[src/rtl/alu_pkg.sv]
// Shared types for the tinyalu command front end: opcodes, queued command
// format and the sequencer state encoding.
package alu_pkg;

  typedef enum logic [2:0] {
    no_op  = 3'b000,
    add_op = 3'b001,
    and_op = 3'b010,
    xor_op = 3'b011,
    mul_op = 3'b100,
    rst_op = 3'b111
  } op_e;

  typedef struct packed {
    logic [7:0] a;
    logic [7:0] b;
    op_e        op;
  } cmd_t;

  typedef enum logic [1:0] {
    ST_IDLE,
    ST_WAIT_DONE,
    ST_PULSE,
    ST_RESP
  } seq_state_e;

  // Ops the ALU answers with a done pulse.
  function automatic logic is_legal(op_e op);
    return op inside {add_op, and_op, xor_op, mul_op};
  endfunction

  // Ops that get a single-cycle start and no done.
  function automatic logic is_pulse(op_e op);
    return op inside {no_op, rst_op};
  endfunction

endpackage

[src/rtl/alu_cmd_fifo.sv]
// Command FIFO: DEPTH entries (power of two), registered count, no
// same-cycle bypass from push to pop.
module alu_cmd_fifo
  import alu_pkg::*;
#(
  parameter int DEPTH = 4
) (
  input  logic                         clk,
  input  logic                         reset_n,
  input  logic                         push_i,
  input  cmd_t                         data_i,
  input  logic                         pop_i,
  output cmd_t                         data_o,
  output logic                         full_o,
  output logic                         empty_o,
  output logic [$clog2(DEPTH+1)-1:0]   count_o
);

  localparam int PTR_W = $clog2(DEPTH);
  localparam int CNT_W = $clog2(DEPTH + 1);

  cmd_t             mem_q [DEPTH];
  logic [PTR_W-1:0] wr_ptr_q, rd_ptr_q;
  logic [CNT_W-1:0] count_q;
  logic             do_push, do_pop;

  assign full_o  = (count_q == CNT_W'(DEPTH));
  assign empty_o = (count_q == '0);
  assign count_o = count_q;
  assign data_o  = mem_q[rd_ptr_q];

  assign do_push = push_i & ~full_o;
  assign do_pop  = pop_i & ~empty_o;

  // Pointers wrap naturally because DEPTH is a power of two.
  always_ff @(posedge clk or negedge reset_n) begin
    if (!reset_n) begin
      wr_ptr_q <= '0;
      rd_ptr_q <= '0;
      count_q  <= '0;
    end else begin
      if (do_push) wr_ptr_q <= wr_ptr_q + 1'b1;
      if (do_pop)  rd_ptr_q <= rd_ptr_q + 1'b1;
      case ({do_push, do_pop})
        2'b10:   count_q <= count_q + 1'b1;
        2'b01:   count_q <= count_q - 1'b1;
        default: ;
      endcase
    end
  end

  always_ff @(posedge clk) begin
    if (do_push) mem_q[wr_ptr_q] <= data_i;
  end

endmodule

[src/rtl/alu_cmd_sequencer.sv]
// Front end for tinyalu: queues commands, drives the start/done handshake one
// command at a time and returns one in-order response per accepted command.
module alu_cmd_sequencer
  import alu_pkg::*;
#(
  parameter int DEPTH   = 4,
  parameter int TIMEOUT = 64
) (
  input  logic        clk,
  input  logic        reset_n,
  input  logic        cmd_valid,
  output logic        cmd_ready,
  input  logic [7:0]  cmd_a,
  input  logic [7:0]  cmd_b,
  input  logic [2:0]  cmd_op,
  output logic [7:0]  A,
  output logic [7:0]  B,
  output logic [2:0]  op,
  output logic        start,
  input  logic        done,
  input  logic [15:0] result,
  output logic        rsp_valid,
  input  logic        rsp_ready,
  output logic [15:0] rsp_result,
  output logic [2:0]  rsp_op,
  output logic        rsp_err,
  output logic        busy
);

  localparam int CNT_W = $clog2(DEPTH + 1);
  localparam int TMO_W = $clog2(TIMEOUT);

  cmd_t             fifo_wdata, fifo_head;
  logic             fifo_full, fifo_empty, fifo_pop, fifo_push;
  logic [CNT_W-1:0] fifo_count;

  seq_state_e       state_q, state_d;
  logic [7:0]       a_q, a_d, b_q, b_d;
  op_e              op_q, op_d;
  logic             start_q, start_d;
  logic [15:0]      res_q, res_d;
  logic             err_q, err_d;
  logic [TMO_W-1:0] tmo_q, tmo_d;

  // Held low while in reset so nothing is accepted before reset releases.
  assign cmd_ready  = reset_n & ~fifo_full;
  assign fifo_push  = cmd_valid & cmd_ready;
  assign fifo_wdata = '{a: cmd_a, b: cmd_b, op: op_e'(cmd_op)};

  alu_cmd_fifo #(.DEPTH(DEPTH)) u_fifo (
    .clk     (clk),
    .reset_n (reset_n),
    .push_i  (fifo_push),
    .data_i  (fifo_wdata),
    .pop_i   (fifo_pop),
    .data_o  (fifo_head),
    .full_o  (fifo_full),
    .empty_o (fifo_empty),
    .count_o (fifo_count)
  );

  always_ff @(posedge clk or negedge reset_n) begin
    if (!reset_n) begin
      state_q <= ST_IDLE;
      a_q     <= '0;
      b_q     <= '0;
      op_q    <= no_op;
      start_q <= 1'b0;
      res_q   <= '0;
      err_q   <= 1'b0;
      tmo_q   <= '0;
    end else begin
      state_q <= state_d;
      a_q     <= a_d;
      b_q     <= b_d;
      op_q    <= op_d;
      start_q <= start_d;
      res_q   <= res_d;
      err_q   <= err_d;
      tmo_q   <= tmo_d;
    end
  end

  always_comb begin
    state_d  = state_q;
    a_d      = a_q;
    b_d      = b_q;
    op_d     = op_q;
    start_d  = start_q;
    res_d    = res_q;
    err_d    = err_q;
    tmo_d    = tmo_q;
    fifo_pop = 1'b0;

    case (state_q)
      ST_IDLE: begin
        if (!fifo_empty) begin
          fifo_pop = 1'b1;
          a_d      = fifo_head.a;
          b_d      = fifo_head.b;
          op_d     = fifo_head.op;
          tmo_d    = '0;
          if (is_legal(fifo_head.op)) begin
            start_d = 1'b1;
            state_d = ST_WAIT_DONE;
          end else if (is_pulse(fifo_head.op)) begin
            start_d = 1'b1;
            state_d = ST_PULSE;
          end else begin
            res_d   = '0;
            err_d   = 1'b1;
            state_d = ST_RESP;
          end
        end
      end
      ST_WAIT_DONE: begin
        // done wins over a timeout landing on the same edge.
        if (done) begin
          res_d   = result;
          err_d   = 1'b0;
          start_d = 1'b0;
          state_d = ST_RESP;
        end else if (tmo_q == TMO_W'(TIMEOUT - 1)) begin
          res_d   = '0;
          err_d   = 1'b1;
          start_d = 1'b0;
          state_d = ST_RESP;
        end else begin
          tmo_d = tmo_q + 1'b1;
        end
      end
      ST_PULSE: begin
        start_d = 1'b0;
        res_d   = '0;
        err_d   = 1'b0;
        state_d = ST_RESP;
      end
      ST_RESP: begin
        if (rsp_ready) state_d = ST_IDLE;
      end
      default: state_d = ST_IDLE;
    endcase
  end

  assign A          = a_q;
  assign B          = b_q;
  assign op         = op_q;
  assign start      = start_q;
  assign rsp_valid  = (state_q == ST_RESP);
  assign rsp_result = res_q;
  assign rsp_op     = op_q;
  assign rsp_err    = err_q;
  assign busy       = (state_q != ST_IDLE) || (fifo_count != '0);

endmodule

[config.mk]
export PLATFORM = sky130hd
export DESIGN_NAME = alu_cmd_sequencer
export DESIGN_NICKNAME = d
export VERILOG_FILES = /design/src/rtl/alu_pkg.sv /design/src/rtl/alu_cmd_fifo.sv /design/src/rtl/alu_cmd_sequencer.sv
export SDC_FILE = /design/constraint.sdc
export NUM_CORES = 1
export LEC_CHECK = 0
export ABC_AREA = 1
export CORE_AREA = 3 3 113 115
export DETAILED_ROUTE_END_ITERATION = 10
export DIE_AREA = 0 0 116 118
export GPL_TIMING_DRIVEN = 0
export MAX_ROUTING_LAYER = met4
export PLACE_DENSITY = 0.7
export SLEW_MARGIN = 20
export SYNTH_ARGS = -nofsm -noshare
export SYNTH_HDL_FRONTEND = slang
export SYNTH_SLANG_ARGS = --single-unit
[constraint.sdc]
create_clock -name clk -period 3.2 [get_ports clk]
set_input_delay 0.64 -clock clk [delete_from_list [all_inputs] [get_ports clk]]
set_output_delay 0.64 -clock clk [all_outputs]
set_load 0.01 [all_outputs]
run_1/metal_density.png
Drawn at 3 px/um. The die is cut into 23 by 24 equal tiles; white is low, dark blue is high, scaled to the fullest tile. Values are wire area over tile area, all layers added.
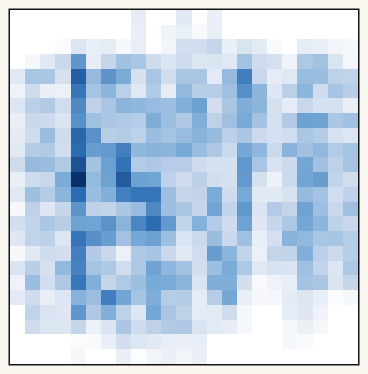
tiles over half the peak	12%
fullest tile	0.57
mean over tiles	0.15
Via Count: 4048
Total GRT Usage: 19.94%
WL final: 12.68 mm

run_1/detail.png
Window x 43 to 73, y 20 to 50 um. Cells in grey, sequential cells in the stronger grey; small squares are vias.
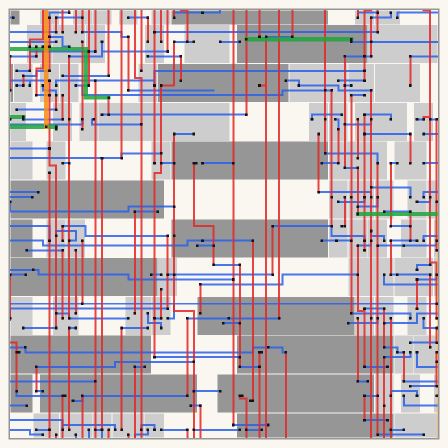
layer	colour
metal 4	orange
metal 3	green
metal 2	red
metal 1	blue
cells with their middle in the window	68
sequential cells in the window	12
netlist names of flops here include	u_fifo.mem_q (10), u_fifo.rd_ptr_q (2)
most frequent	nand2_1 (13), nor2_1 (11), edfxtp_1 (10)

run_1/logic_types.png
Drawn at 4 px/um.
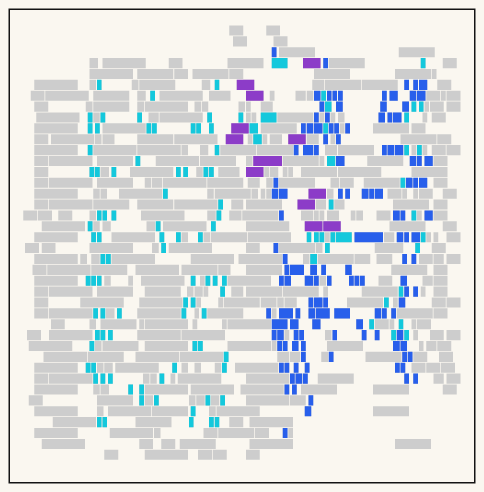
family	colour	cells	most used
nand cells	blue	130	nand2_1
nor cells	cyan	116	nor2_1
fa/ha/maj cells	purple	12	ha_1
logic share of the area: 23.08%
Non-Filler Instances: 787
most numerous logic cell after layout: nor2_1

run_1/congestion.png
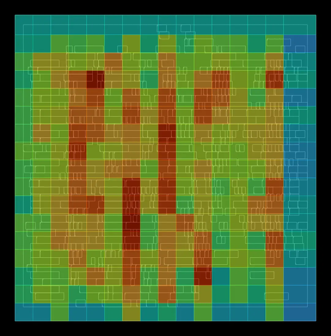
M3 GR Usage: 4.010%
M1 GR Usage: 24.05%
GR met2 Demand/Resource: 33.24%
Core Util, Final: 60.71%
gr busiest metal: met2

==> impl_metrics.yaml, run 1 <==
# synthesis and place-and-route metrics
run_status:
  status: "finished clean"
cells_and_area:
  largest_reg_flops: 76
  drive_gt1_share_pct: 12.19
  seq_cells: 128
  clk_share_pct: 8.737
  syn_to_final_growth_pct: 30.27
clock_network:
  cts_hold_buf: 0
  tritoncts: "yes"
  cts_made_buffers: 17
  clk_latency_ns: 0.42
  clockRootBuffer: "clkbuf_16"
  clkTransAtPathRegs_ns: 0.06
  cts-resized-gates: 0
worst_setup_path:
  cp.required_ns: 3.53
  crit_end: "u_fifo.count_o[1]$_DFFE_PN0P_"
  path_class: "register to register"
logic_synthesis:
  synth_nets: 577
  ys_seq_share_pct: 64.55
  yosysWarningCount: 0
  aoi_share_pct: 6.558
  xor_area_share_pct: 0.9466
  largest_area_cell: "edfxtp_1"
  edf_count: 76
  common_cells: "112 x nor2_1, 77 x nand2_1, 76 x edfxtp_1"
  yosys.area.top_type_share_pct: 41.11
  simple_gate_area_share_pct: 19.36
  ys_types: 33
  synthMostInstantiatedCell: "nor2_1"
floorplanning:
  die-area_um2: 13690
  well_tap_count: 147
global_routing:
  grt_pass1_vias: 4171
  grt_pass1_wl_mm: 20.50
power:
  swShare_pct: 36.32
  p_sw_mw: 2.719
final_timing:
  fin_crit_ns: 2.830
  timing.setup.tns_ns: 0
  rsz0062_at_grt: "false"
-- run 1: worst max-delay path, stage by stage (launching register included) --
cell	delay, ns
dfrtp_1	0.41
inv_1	0.10
ha_1	0.31
nand2_1	0.28
clkinv_1	0.53
ha_1	0.41
inv_1	0.10
fa_1	0.42
o21ai_0	0.18
-- run 1: power by group through the flow --
stage,Clock (mW),Combinational [mW],Sequential [mW]
floorplan,0,1.80,2.51
global placement,0,2.90,2.44
detailed placement,0,3.01,2.45
CTS,2.08,3.04,2.43
global route,2.16,3.34,2.48
finish,2.05,3.01,2.43
-- run 1: placed cells by master, fill, tap and decap left out, drive strengths merged --
| cell type | netlist | routed |
|---|---|---|
| a21oi | 5 | 5 |
| a31oi | 17 | 17 |
| buf | 13 | 16 |
| bufinv | 0 | 4 |
| clkbuf | 11 | 27 |
| clkdlybuf4s50 | 0 | 81 |
| clkinv | 1 | 6 |
| clkinvlp | 0 | 2 |
| dfrtp | 52 | 52 |
| edfxtp | 76 | 76 |
| fa | 1 | 1 |
| ha | 11 | 11 |
| inv | 41 | 45 |
| nand2 | 93 | 93 |
| nand3 | 32 | 32 |
| nand3b | 1 | 1 |
| nand4 | 4 | 4 |
| nor2 | 114 | 114 |
| nor3 | 2 | 2 |
| o21a | 2 | 2 |
| o21ai | 42 | 42 |
| or2 | 1 | 1 |
| xnor2 | 1 | 1 |
| xor2 | 5 | 5 |
-- run 1: per-stage QoR --
step / worst slack (ns) / cells
floorplan: 0.7470 / 525
global placement: -2.470 / 754
detailed placement: 0.04831 / 756
CTS: 0.08137 / 788
global route: 0.09252 / 787
finish: 0.3698 / 787
-- run 1: routing by layer --
metal,up-vias,routed length [um],global-route usage (%)
met2,132,6440,33.24
met4,0,157,6.889
met3,15,753,4.010
met1,1949,5328,24.05
li1,1952,-,-
met5,-,0,-
--- run 2 (diff from run 1) ---
MAX_ROUTING_LAYER = unset   (was met4)
run_2/layer_met4.png
Drawn at 4 px/um. Supply wires on this layer in grey.
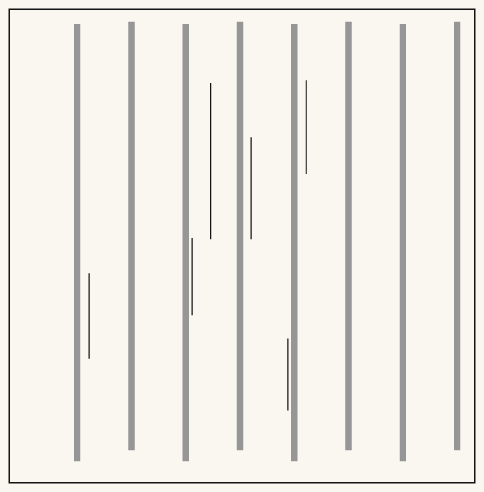
share of all routed wire	1.1%
longest straight run	38.8 um
nets with wire on the layer	4
main direction	vertical
wire length on this layer	145 um
Via Count: 4076
WL final: 12.68 mm

run_2/metal_density.png
Drawn at 3 px/um. The die is cut into 23 by 24 equal tiles; white is low, dark blue is high, scaled to the fullest tile. Values are wire area over tile area, all layers added.
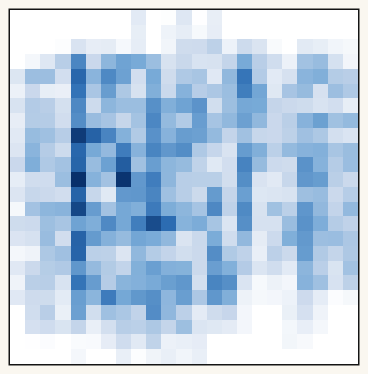
tiles over half the peak	17%
emptiest ninth of the die	bottom right
fullest tile	0.52
nearly empty tiles	15%
routed length per placed instance: 16.12 um
Total GRT Usage: 19.45%

==> impl_metrics.yaml, run 2 <==
# synthesis and place-and-route metrics
worst_setup_path:
  cpLargestDelayFamily: "adder cells"
  end_kind: "register"
  path_cells: "inv_1 -> ha_1 -> nand2_1 -> clkinv_1 -> ha_1 -> inv_1 -> fa_1 -> o21ai_0"
  path_class: "register to register"
  critical_path_buf_inv_count: 3
  critPathSlowestCell: "clkinv_1"
  cp.required_ns: 3.53
power:
  p_sw_mw: 2.724
  swShare_pct: 36.37
clock_network:
  tritoncts: "yes"
  cts_made_buffers: 17
  clkTransAtPathRegs_ns: 0.06
  cts-resized-gates: 0
  clk_latency_ns: 0.42
  cts_hold_buf: 0
  clockRootBuffer: "clkbuf_16"
  cts_sinks: 128
global_routing:
  grt_pass1_wl_mm: 20.53
  grt_pass1_vias: 4164
logic_synthesis:
  logic_family: "simple AND/OR/NAND/NOR gates"
  largest_area_cell: "edfxtp_1"
  ys_types: 33
  yosys.area.top_type_share_pct: 41.11
  simple_gate_area_share_pct: 19.36
  synth_nets: 577
  xor_area_share_pct: 0.9466
  edf_count: 76
  aoi_share_pct: 6.558
  synthMostInstantiatedCell: "nor2_1"
  ys_seq_share_pct: 64.55
  yosysWarningCount: 0
cells_and_area:
  final_cell_mix: "108 x nor2_1, 81 x clkdlybuf4s50_1, 77 x nand2_1, 76 x edfxtp_1, 52 x dfrtp_1"
  fin_util_pct: 60.71
  final_common_cell: "nor2_1"
  drive_gt1_share_pct: 12.19
final_timing:
  timing.setup.tns_ns: 0
  rsz0062_at_grt: "false"
  fin_crit_ns: 2.841
detailed_routing:
  drtIter0Drc: 346
floorplanning:
  die-area_um2: 13690
run_status:
  status: "finished clean"
run_2/logic_types.png
Drawn at 4 px/um.
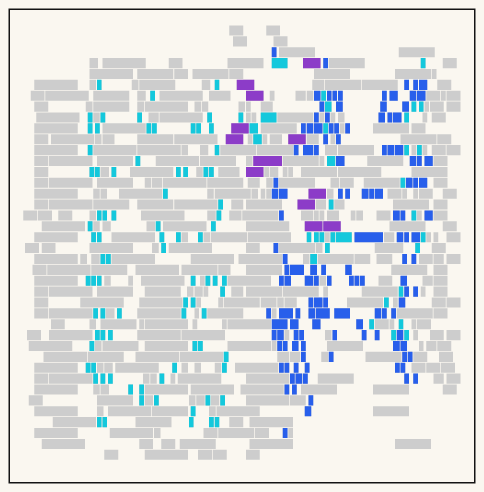
family	colour	cells	most used
fa/ha/maj cells	purple	12	ha_1
nand cells	blue	130	nand2_1
nor cells	cyan	116	nor2_1

## run 2: cell counts after synthesis
Identical to the previous run, type by type.
## run 2: final timing paths
kind,endpoint,cells after the start
max,u_fifo.count_o[1]$_DFFE_PN0P_,8
min,rsp_result[6]$_DFFE_PN0P_,1
max reg2reg,u_fifo.count_o[1]$_DFFE_PN0P_,8
min reg2reg,start$_DFFE_PN0P_,2
max in group asynchronous,A[0]$_DFFE_PN0P_,1
min in group clk,start$_DFFE_PN0P_,2
## run 2: final cells by class
cell class | count | area share (%)
Clock inverter | 15 | 2.855
Clock buffer | 17 | 5.882
Buffer | 23 | 2.180
Timing Repair Buffer | 84 | 11.73
Tap cell | 147 | 2.543
Multi-Input combinational cell | 331 | 23.08
Inverter | 42 | 2.180
Sequential cell | 128 | 49.55
## run 2: metal layers
metal	GRT usage (%)	wire length (um)
met5	0	0
met2	33.27	6463
met4	6.164	144
met1	24.12	5208
met3	4.627	866
## run 2: stage by stage
| stage | worst slack (ns) | instances | power [mW] | hold WS, ns |
|---|---|---|---|---|
| 6_report | 0.3594 | 787 | 7.491 | 0.2956 |
| 5_1_grt | 0.09251 | 787 | 7.983 | 0.3425 |
| 4_1_cts | 0.08137 | 788 | 7.548 | 0.3072 |
| 3_5_place_dp | 0.04831 | 756 | 5.464 | 0.4657 |
| 3_3_place_gp | -2.470 | 754 | 5.343 | 0.4543 |
| 2_1_floorplan | 0.7470 | 525 | 4.303 | 0.3444 |
## run 2: power by group through the flow
stage / Sequential [mW] / Combinational, mW / Clock, mW
after floorplan: 2.51 / 1.80 / 0
after global placement: 2.44 / 2.90 / 0
after detailed placement: 2.45 / 3.01 / 0
after CTS: 2.43 / 3.04 / 2.08
after global routing: 2.48 / 3.34 / 2.16
final: 2.43 / 3.01 / 2.05
--- run 3 (diff from run 2) ---
CORE_AREA = 2 2 112 114   (was 3 3 113 115)
DIE_AREA = 0 0 114 116   (was 0 0 116 118)
run_3/logic_types.png
Drawn at 4 px/um.
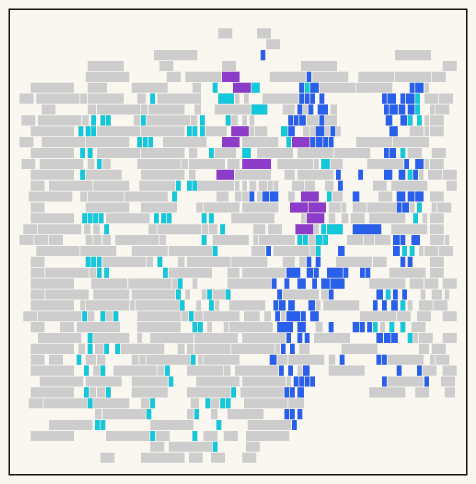
family	colour	cells	most used
fa/ha/maj cells	purple	12	ha_1
nor cells	cyan	116	nor2_1
nand cells	blue	130	nand2_1
logic share of the area: 23.16%

run_3/metal_density.png
Drawn at 3 px/um. The die is cut into 23 by 23 equal tiles; white is low, dark blue is high, scaled to the fullest tile. Values are wire area over tile area, all layers added.
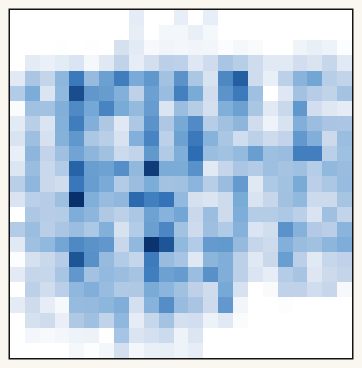
mean over tiles	0.15
tiles over half the peak	14%
fullest tile	0.53
nearly empty tiles	18%
emptiest ninth of the die	bottom right
Via Count: 4002
WL final: 12.33 mm
Total GRT Usage: 19.82%
routed length per placed instance: 15.66 um

==> impl_metrics.yaml, run 3 <==
# synthesis and place-and-route metrics
run_status:
  status: "finished clean"
power:
  total_power_mw: 7.388
  maxPowerGroup: "combinational cells"
  p_sw_mw: 2.685
  pg_clk_mw: 1.96
  powerSeq_mw: 2.42
  swShare_pct: 36.35
logic_synthesis:
  yosysWarningCount: 0
  ys_types: 33
  synth_nets: 577
  ys_seq_share_pct: 64.55
  yosys.area.top_type_share_pct: 41.11
cells_and_area:
  syn_to_final_growth_pct: 29.79
  final_common_cell: "nor2_1"
  drive_gt1_share_pct: 11.88
  final_cell_mix: "108 x nor2_1, 81 x clkdlybuf4s50_1, 77 x nand2_1, 76 x edfxtp_1, 52 x dfrtp_1"
  layout.cells.non_filler: 787
global_routing:
  top_usage_layer: "met2"
  grt_pass1_wl_mm: 19.88
clock_network:
  cts_made_buffers: 17
  clkTransAtPathRegs_ns: 0.06
  cts-resized-gates: 0
  cts_hold_buf: 0
  clk_latency_ns: 0.41
  clockRootBuffer: "clkbuf_16"
  cts_sinks: 128
worst_setup_path:
  path_class: "register to register"
  path_cells: "inv_1 -> ha_1 -> nand2_1 -> clkinv_1 -> ha_1 -> inv_1 -> fa_1 -> o21ai_0"
  critical_path_buf_inv_count: 3
  end_kind: "register"
detailed_routing:
  wl_met3_um: 733
  top_layer_used: "met4"
  wl_met2_mm: 6.218
final_timing:
  rsz0062_at_grt: "false"
place:
  place_ws_ns: 0.04116
  dp_cells: 756
run_3/congestion.png
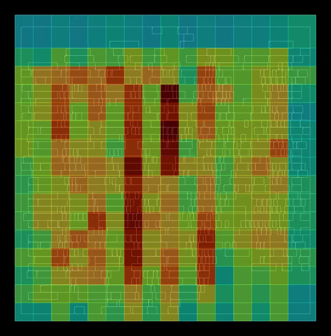
Core Util, Final: 60.49%
M3 GR Usage: 5.073%
M1 GR Usage: 24.66%
GR met2 Demand/Resource: 33.49%

## run 3: cell types whose count changed in the layout (fill, tap and decap cells not counted), sizes merged
cell,delta
bufinv,-1
clkbuf,+3
clkinv,+1
inv,-3
## run 3: worst register-to-register path: stages (launching register included)
cell	delay (ns)
dfrtp_1	0.39
inv_1	0.10
ha_1	0.32
nand2_1	0.28
clkinv_1	0.53
ha_1	0.42
inv_1	0.10
fa_1	0.42
o21ai_0	0.17
## run 3: logic make-up (layout without fill, tap and decap cells)
logic type,Yosys count,after routing,share of synthesized area [%]
AND/OR/NAND/NOR,247,247,19.36
flip-flops,128,128,64.55
AND-OR/OR-AND,66,66,6.558
buffers and inverters,66,181,5.747
adder cells (fa/ha/maj),12,12,2.840
XOR/XNOR,6,6,0.9466
## run 3: layout make-up
class,count,share of cell area [%]
flip-flops and latches,128,49.73
plain buffers,23,2.188
inverters,42,2.188
clock inverters,12,2.205
well taps,147,2.553
multi-input cells,331,23.16
clock buffers,20,6.199
repair buffers,84,11.77
## run 3: worst paths after layout
path	start	end	slack [ns]	cells after the start
max	state_q[0]$_DFFE_PN0P_	u_fifo.count_o[1]$_DFFE_PN0P_	0.41	8
min	reset_n	rsp_result[8]$_DFFE_PN0P_	0.28	1
max reg2reg	state_q[0]$_DFFE_PN0P_	u_fifo.count_o[1]$_DFFE_PN0P_	0.41	8
min reg2reg	rsp_result[2]$_DFFE_PN0P_	rsp_result[2]$_DFFE_PN0P_	0.47	2
max in group asynchronous	reset_n	u_fifo.rd_ptr_q[0]$_DFFE_PN0P_	2.46	1
min in group clk	rsp_result[2]$_DFFE_PN0P_	rsp_result[2]$_DFFE_PN0P_	0.47	2
Power is estimated from default activity; no workload was simulated.
